`src/rtl/avr_fetch_q_pkg.sv`:
```
// Shared definitions for the AVR front end (fetch and decode).
//   PC_SRC_*     : pc_src encodings driven by decode
//   is_two_word  : true for the first word of a 32-bit AVR instruction
package avr_fetch_q_pkg;

    localparam logic [2:0] PC_SRC_HOLD    = 3'b000;
    localparam logic [2:0] PC_SRC_ADV     = 3'b010;
    localparam logic [2:0] PC_SRC_JMP_ABS = 3'b100;
    localparam logic [2:0] PC_SRC_JMP_REL = 3'b101;

    // JMP/CALL carry a 16-bit target word; LDS/STS carry a 16-bit data address.
    function automatic logic is_two_word(input logic [15:0] w);
        return ((w & 16'hFE0C) == 16'h940C) || ((w & 16'hFC0F) == 16'h9000);
    endfunction

endpackage

```
`src/rtl/avr_fetch_q_fifo.sv`:
```
// Circular prefetch queue of {pc, word} entries.
//   clk_i, rst_ni   : clock, asynchronous active-low reset
//   flush_i         : discard all entries; a simultaneous push becomes the sole entry
//   push_i          : append {push_pc_i, push_word_i}
//   pop_i           : drop 0, 1 or 2 entries from the head (ignored on flush)
//   head_pc_o       : pc of the head entry
//   head_word_o     : word of the head entry
//   head1_word_o    : word of the entry behind the head
//   count_o         : number of valid entries
module avr_fetch_q_fifo
    import avr_fetch_q_pkg::*;
#(
    parameter int unsigned PC_W  = 16,
    parameter int unsigned DEPTH = 4,
    localparam int unsigned CntW = $clog2(DEPTH + 1)
) (
    input  logic            clk_i,
    input  logic            rst_ni,
    input  logic            flush_i,
    input  logic            push_i,
    input  logic [PC_W-1:0] push_pc_i,
    input  logic [15:0]     push_word_i,
    input  logic [1:0]      pop_i,
    output logic [PC_W-1:0] head_pc_o,
    output logic [15:0]     head_word_o,
    output logic [15:0]     head1_word_o,
    output logic [CntW-1:0] count_o
);

    localparam int unsigned PtrW = $clog2(DEPTH);

    logic [PC_W-1:0] pc_q   [DEPTH];
    logic [15:0]     word_q [DEPTH];
    logic [PtrW-1:0] rd_q, rd_d, wr_q, wr_d, wr_idx;
    logic [CntW-1:0] cnt_q, cnt_d;

    // Modular pointer add; n <= 2 and DEPTH >= 2, so one subtraction suffices.
    function automatic logic [PtrW-1:0] ptr_add(input logic [PtrW-1:0] p, input logic [1:0] n);
        logic [PtrW:0] s;
        s = {1'b0, p} + (PtrW + 1)'(n);
        if (s >= (PtrW + 1)'(DEPTH)) begin
            s = s - (PtrW + 1)'(DEPTH);
        end
        return s[PtrW-1:0];
    endfunction

    always_comb begin
        rd_d   = rd_q;
        wr_d   = wr_q;
        cnt_d  = cnt_q;
        wr_idx = wr_q;
        if (flush_i) begin
            wr_idx = '0;
            rd_d   = '0;
            wr_d   = push_i ? ptr_add('0, 2'd1) : '0;
            cnt_d  = CntW'(push_i);
        end else begin
            rd_d  = ptr_add(rd_q, pop_i);
            wr_d  = push_i ? ptr_add(wr_q, 2'd1) : wr_q;
            cnt_d = cnt_q - CntW'(pop_i) + CntW'(push_i);
        end
    end

    always_ff @(posedge clk_i or negedge rst_ni) begin
        if (!rst_ni) begin
            rd_q  <= '0;
            wr_q  <= '0;
            cnt_q <= '0;
        end else begin
            rd_q  <= rd_d;
            wr_q  <= wr_d;
            cnt_q <= cnt_d;
        end
    end

    // Payload storage needs no reset: count gates every use of it.
    always_ff @(posedge clk_i) begin
        if (push_i) begin
            pc_q[wr_idx]   <= push_pc_i;
            word_q[wr_idx] <= push_word_i;
        end
    end

    assign head_pc_o    = pc_q[rd_q];
    assign head_word_o  = word_q[rd_q];
    assign head1_word_o = word_q[ptr_add(rd_q, 2'd1)];
    assign count_o      = cnt_q;

endmodule

```
`src/rtl/avr_fetch_q.sv`:
```
// Prefetching instruction fetch unit for the AVR core.
//   clk_i, rst_ni  : clock, asynchronous active-low reset
//   pc_src_i       : HOLD / ADV / JMP_ABS / JMP_REL from decode (others = HOLD)
//   jmp_i          : absolute target or sign-extended relative offset
//   prog_addr_o    : combinational program-memory word address
//   prog_data_i    : program word at prog_addr_o, same cycle
//   cur_instr_o    : head word (0 when not valid)
//   next_word_o    : second word of a two-word head instruction, else 0
//   instr_pc_o     : word address of cur_instr_o
//   instr_len_o    : 1 when the head instruction is two words
//   instr_valid_o  : head instruction fully present in the queue
module avr_fetch_q
    import avr_fetch_q_pkg::*;
#(
    parameter int unsigned     PC_W      = 16,
    parameter int unsigned     DEPTH     = 4,
    parameter logic [PC_W-1:0] RESET_VEC = '0
) (
    input  logic            clk_i,
    input  logic            rst_ni,
    input  logic [2:0]      pc_src_i,
    input  logic [PC_W-1:0] jmp_i,
    output logic [PC_W-1:0] prog_addr_o,
    input  logic [15:0]     prog_data_i,
    output logic [15:0]     cur_instr_o,
    output logic [15:0]     next_word_o,
    output logic [PC_W-1:0] instr_pc_o,
    output logic            instr_len_o,
    output logic            instr_valid_o
);

    localparam int unsigned CntW = $clog2(DEPTH + 1);

    logic [PC_W-1:0] fpc_q, fpc_d;
    logic [PC_W-1:0] head_pc, target;
    logic [15:0]     head_word, head1_word;
    logic [CntW-1:0] count;
    logic [1:0]      pop;
    logic            head_two, valid, redirect, fetch_en;

    avr_fetch_q_fifo #(
        .PC_W  (PC_W),
        .DEPTH (DEPTH)
    ) u_fifo (
        .clk_i        (clk_i),
        .rst_ni       (rst_ni),
        .flush_i      (redirect),
        .push_i       (fetch_en),
        .push_pc_i    (prog_addr_o),
        .push_word_i  (prog_data_i),
        .pop_i        (redirect ? 2'd0 : pop),
        .head_pc_o    (head_pc),
        .head_word_o  (head_word),
        .head1_word_o (head1_word),
        .count_o      (count)
    );

    always_comb begin
        head_two = is_two_word(head_word);
        valid    = (count != '0) && (!head_two || count >= CntW'(2));
        redirect = (pc_src_i == PC_SRC_JMP_ABS) || ((pc_src_i == PC_SRC_JMP_REL) && valid);
        target   = (pc_src_i == PC_SRC_JMP_ABS) ? jmp_i : head_pc + PC_W'(1) + jmp_i;
        pop      = ((pc_src_i == PC_SRC_ADV) && valid) ? (head_two ? 2'd2 : 2'd1) : 2'd0;
        // A redirect always fetches the target into the freshly flushed queue.
        fetch_en = redirect || (count < CntW'(DEPTH)) || (pop != 2'd0);
        prog_addr_o = redirect ? target : fpc_q;
        fpc_d = fpc_q;
        if (redirect) begin
            fpc_d = target + PC_W'(1);
        end else if (fetch_en) begin
            fpc_d = fpc_q + PC_W'(1);
        end
    end

    always_ff @(posedge clk_i or negedge rst_ni) begin
        if (!rst_ni) begin
            fpc_q <= RESET_VEC;
        end else begin
            fpc_q <= fpc_d;
        end
    end

    assign instr_valid_o = valid;
    assign instr_len_o   = valid && head_two;
    assign cur_instr_o   = valid ? head_word : 16'h0000;
    assign next_word_o   = (valid && head_two) ? head1_word : 16'h0000;
    assign instr_pc_o    = valid ? head_pc : '0;

endmodule

```
`config.mk`:
```
export PLATFORM = sky130hd
export DESIGN_NAME = avr_fetch_q
export DESIGN_NICKNAME = d
export VERILOG_FILES = /design/src/rtl/avr_fetch_q_pkg.sv /design/src/rtl/avr_fetch_q_fifo.sv /design/src/rtl/avr_fetch_q.sv
export SDC_FILE = /design/constraint.sdc
export NUM_CORES = 1
export LEC_CHECK = 0
export ABC_AREA = 1
export CORE_ASPECT_RATIO = 1.5
export CORE_MARGIN = 5
export CORE_UTILIZATION = 47
export DETAILED_ROUTE_END_ITERATION = 16
export GPL_TIMING_DRIVEN = 0
export PLACE_DENSITY = 0.66
export SLEW_MARGIN = 30
export SYNTH_ARGS = -nofsm -noshare
export SYNTH_HDL_FRONTEND = slang
export SYNTH_SLANG_ARGS = --single-unit
```
`constraint.sdc`:
```
create_clock -name clk_i -period 13.4 [get_ports clk_i]
set_input_delay 2.68 -clock clk_i [delete_from_list [all_inputs] [get_ports clk_i]]
set_output_delay 2.68 -clock clk_i [all_outputs]
set_load 0.1 [all_outputs]
```
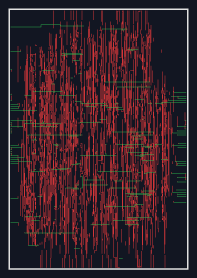
Figure 1: signal wires by layer.
(1.5 px per um) Two of the layers only.
red -> M2  # wire length 13,100 um
green -> M3  # wire length 1,180 um
Global Route Usage Sum: 24.1%
drt wl/cell: 18.9 um
routed wire length: 24,600 um
via count: 7,172

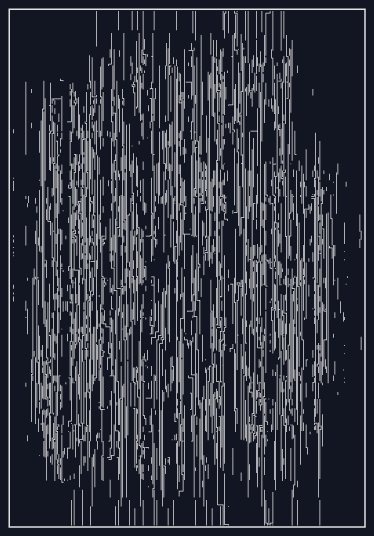
Figure 2: the metal 2 layer.
(3 px per um)
main direction = vertical
longest straight run = 78.9 um
nets with wire on the layer = 944
wire length on this layer = 13,100 um
share of all routed wire = 53%
M2 GR Usage: 45.0%

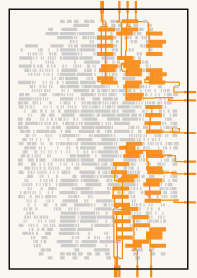
Figure 3: wires at chosen ports, followed through buffers.
(1.5 px per um)
orange -> `prog_data_i`  # bits 16, direction input, edge 6 east, 5 south, 5 north, end cells 64, buffers 16, wire 872 um
I/O Buffers: 102
# IOs: 103

==> impl_metrics.csv <==
group,metric,value,unit
clock_network,cts_buffer_depth,2,
layout,layout_top_registers,"u_fifo.pc_q x64, u_fifo.word_q x64, fpc_q x16",
route,top_layer_used,"met4",
clock_network,post_cts_buffers,0,
yosys,numSynthFlops,151,
yosys,synth.top_cells.by_area,"edfxtp_1 47%, nand2_1 12%, dfrtp_1 7.0%",
worst_hold_path,holdCritPathClass,"reg -> reg",
layout,clkbuf_count,17,
layout,inverters,80,
worst_hold_path,holdCritStartpoint,"fpc_q[14]",
clock_network,postCtsResizedCells,0,
place,gp_congestion,0.979,
die,dieArea,20300,um2
clock_network,cts.sinks,151,
yosys,synth_warnings,0,
global_routing,grt_pass1_wl,37800,um
setup_path,crit_end,"prog_addr_o[15]",
setup_path,r2r_start,"u_fifo.rd_q[1]",
yosys,synth.cellmix.simpleShare,25.1,%
setup_path,worst-path-buf-inv,2,
yosys,ys_top_logic_family,"simple AND/OR/NAND/NOR gates",
clock_network,htreeDepth,4,
setup_path,cp_max_fo,7,
route,dr.pass1.iters,7,
clock_network,clkTransAtPathRegs,0.07,ns
place,dp_cells,1273,
yosys,ff_type,"edfxtp_1",
setup_path,path_depth,16,
setup_path,cp_top_family,"buffers and inverters",
global_routing,overflow,0,
route,ant_nets,0,
yosys,synth_cell_type_count,43,
global_routing,antenna_found_initial,0,
run_status,status,"completed",
worst_hold_path,whs_path_depth,2,
layout,comb_area_share,32.4,%
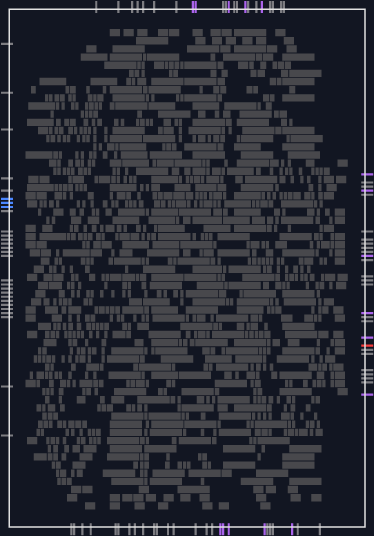
Figure 4: pin placement.
(3 px per um) Pins as bars across the die edge, other pins in grey.
blue -> `pc_src_i`  # pins 3, direction input, edge west
purple -> `prog_data_i`  # pins 16, direction input, edge 6 east, 5 south, 5 north
red -> `instr_valid_o`  # pins 1, direction output, edge east
die height: 172 um
Die W: 118 um

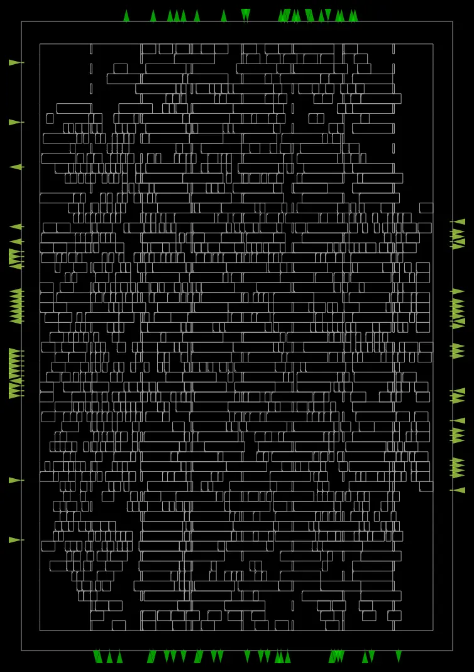
Figure 5: placed standard cells.
FP Rows: 59
Layout Cells excl Fill: 1,305
number of well taps: 213
Flops: 151
final core occ: 59.4%

